==> config.mk <==
export PLATFORM = sky130hd
export DESIGN_NAME = mips_multicycle_ctrl
export DESIGN_NICKNAME = d
export VERILOG_FILES = /design/src/rtl/mips_multicycle_ctrl.sv
export SDC_FILE = /design/constraint.sdc
export NUM_CORES = 1
export LEC_CHECK = 0
export CAP_MARGIN = 5
export CORE_ASPECT_RATIO = 1.4
export CORE_MARGIN = 10
export CORE_UTILIZATION = 45
export CTS_BUF_LIST = sky130_fd_sc_hd__clkbuf_4 sky130_fd_sc_hd__clkbuf_8
export CTS_CLUSTER_SIZE = 28
export DETAILED_ROUTE_END_ITERATION = 10
export GPL_TIMING_DRIVEN = 0
export PLACE_DENSITY = 0.88
export SLEW_MARGIN = 15
export SYNTH_ARGS = -nofsm -noshare
export SYNTH_HDL_FRONTEND = slang
export SYNTH_SLANG_ARGS = --single-unit
==> constraint.sdc <==
create_clock -name i_clk -period 6.8 [get_ports i_clk]
set_input_delay 1.36 -clock i_clk [delete_from_list [all_inputs] [get_ports i_clk]]
set_output_delay 1.36 -clock i_clk [all_outputs]
set_load 0.005 [all_outputs]
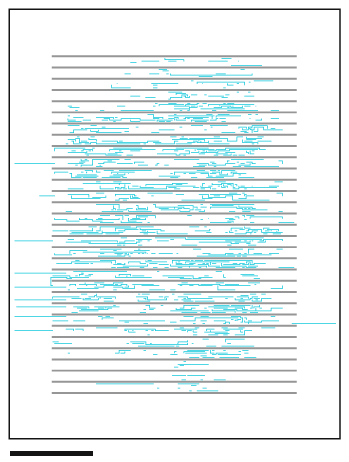
(images/m1.png)
Scale bar: 20 µm. Supply wires on this layer in grey.
nets with wire on the layer: 322
share of all routed wire: 38%
wire length on this layer: 2480 µm
longest straight run: 19.8 µm
main direction: horizontal
met1 layer usage reported by global route: 0.1576
final wirelength: 6601 µm
total number of vias: 2440

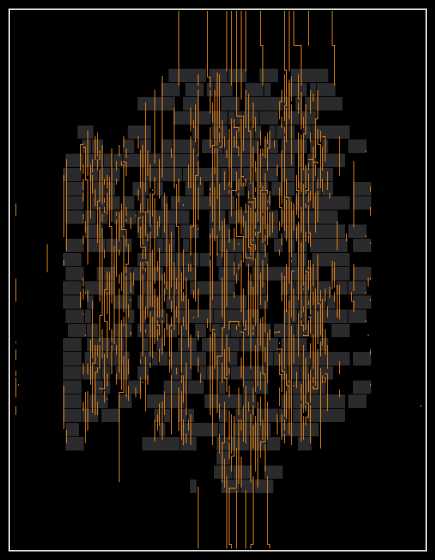
(images/m2.png)
Cells faint in the background.
share of all routed wire: 51%
wire length on this layer: 3340 µm
met2 demand-to-capacity share in global routing: 0.2864

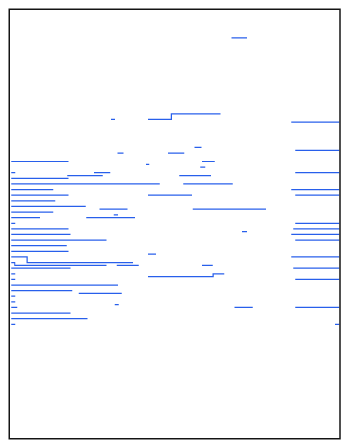
(images/m3.png)
wire length on this layer: 648 µm
nets with wire on the layer: 62
main direction: horizontal
longest straight run: 35.6 µm
share of all routed wire: 9.8%
GR Util met3: 0.07353

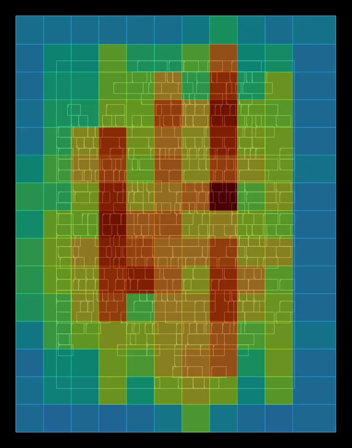
(images/congestion_map.png)
post-route core utilization: 0.6243
routed wire length per instance: 15.87 µm
Tot GR Track Use: 0.1618
GRT Max-Usage Layer: met2

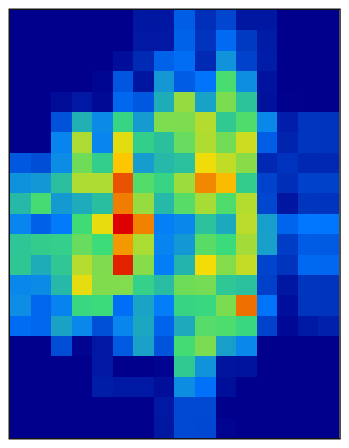
(images/route_heat.png)
The die is cut into 16 by 21 equal tiles; dark blue is low, red is high, scaled to the fullest tile. Values are wire area over tile area, all layers added.
mean over tiles: 0.13
nearly empty tiles: 29%
fullest tile: 0.55

==> results.txt <==
Implementation status.

- For this run, the detailed router reports a per-instance via density of 5.865.
- The commonest register cell after synthesis is dfxtp_1.
- The run finished with clean final reports.
- The setup slack of the worst register-to-register path is 3.17 ns.
- The highest clock frequency the design can meet is 0.2250 GHz.
- The highest supply drop recorded on VDD is 0.06786 mV.
- According to the floorplan report, the die width is 79.78 µm.
- The maximum fanout encountered on the critical timing path is 5.
- The post-cts hold buffer count is 0.
- The share of synthesized area in the top cell type comes to 0.3558.
- The DRC violation count after routing is 0.
- The most common cell in the synthesized netlist is dfxtp_1.
- On the worst setup and hold paths after CTS, the clock-pin slew comes to 0.07 ns.
- The vertical die dimension reported for this design is 103.7 µm.
- The largest area contributor in the netlist is dfxtp_1.
- The clock tree synthesis step divided the H-tree into 2 levels.
- The average size of a mapped cell is 7.926 µm².
- The total global routing overflow is 0.
- The worst path in the final design needs a cycle of 4.445 ns, including I/O delays and setup.
- The maximum number of pins on one net before global-route repair is 12.
- The sequential element share of the synthesized area is 0.3558.
- At the later pin of the worst-skew pair, clock insertion delay measures 0.29 ns.
- The global-route wire length before repair is 11180 µm.
- The fraction of final layout cells with drive strength greater than 1 is 0.05966.
- The library cell used as clock root buffer is clkbuf_8.
- At the placement stage, the worst setup path has a slack of 2.345 ns.
- The final worst-path setup slack is 2.355 ns.
- In this run the post-CTS setup repair buffer count came out at 0.
- The iteration-0 DRC count of the detailed router is 164.
- Per the post-route antenna check, the number of violating nets is 0.
- The final timing report counts setup violations totalling 0.
- The logic depth of the worst register-to-register path is 10.
- The worst hold margin is 0.4568 ns.
- The most critical min-delay path falls under flip-flop to flip-flop.
- The total cells reported by yosys after synthesis is 284.
- The worst setup path is of the input port to primary output kind.
- The iteration count recorded for the first detailed-route pass is 4.
- The final count of hold timing violations is 0.
- The number of cells on the worst hold path is listed as 1.
- The kind of end point of the critical path is a primary output.
- The placement summary gives the final routability congestion estimate as 0.9695.
- The total die size is 8271 µm².
- The synthesized cell area is 2251 µm².
- The number of warnings the tools reported is 26.
- The synthesized design contains 0 enable-type register cells.
- According to the I/O placement log, the pin count is 63.
- The via count of the first global-routing pass is 2423.
## cell type report
type | count | share of cell area
Buffer | 19 | 0.02773
Clock buffer | 6 | 0.02525
Clock inverter | 1 | 0.001656
Inverter | 9 | 0.01118
Multi-Input combinational cell | 216 | 0.4408
Sequential cell | 40 | 0.2649
Tap cell | 64 | 0.02649
Timing Repair Buffer | 61 | 0.2020
## worst max-delay path, cell delays in order
cell	delay (ns)
clkdlybuf4s50_1	0.50
or4_1	0.55
a21oi_1	0.14
nor4_1	0.05
clkdlybuf4s50_1	0.47
## kinds of logic after synthesis
| logic type | count (synthesis) | share of synthesized area |
|---|---|---|
| adder cells (fa/ha/maj) | 3 | 0.01668 |
| multiplexers | 2 | 0.01000 |
| AND/OR/NAND/NOR | 133 | 0.3269 |
| XOR/XNOR | 18 | 0.07004 |
| buffers and inverters | 28 | 0.05225 |
| AND-OR/OR-AND | 60 | 0.1684 |
| flip-flops | 40 | 0.3558 |
## power by group
part / total, mW / internal, mW / switching, mW / leakage (nW)
combinational: 0.0345 / 0.0165 / 0.0179 / 0.592
sequential: 0.236 / 0.235 / 0.000971 / 0.323
clock: 0.153 / 0.0737 / 0.0795 / 0.0445
## metrics by stage
step | total power [mW] | area (µm²) | cells | utilization
CTS | 0.4258 | 3023 | 416 | 0.6243
finish | 0.4239 | 3023 | 416 | 0.6243
global route | 0.4396 | 3023 | 416 | 0.6243
global placement | 0.2753 | 2942 | 409 | 0.6075
floorplan | 0.2586 | 2251 | 284 | -
detailed placement | 0.2758 | 2942 | 409 | 0.6075
## layout by cell type, fill, tap and decap left out, types with 8 or more instances in the layout
master	netlist	routed
clkdlybuf4s50_1	0	61
dfxtp_1	40	40
nor2_1	28	28
a21oi_1	21	21
or4_1	19	19
nand2_1	16	16
clkbuf_1	13	13
nand3_1	13	13
o31ai_1	12	12
xnor2_1	11	11
o21ai_0	10	10
inv_1	9	9
nor3_1	8	8
or3_1	8	8
## metal layers
| metal | vias up | share of wire |
|---|---|---|
| li1 | 1183 | - |
| met1 | 1161 | 0.38 |
| met5 | - | 0 |
| met2 | 85 | 0.51 |
| met3 | 11 | 0.098 |
| met4 | 0 | 0.020 |
Power figures rest on the tool's default switching activity, not on a simulated workload.
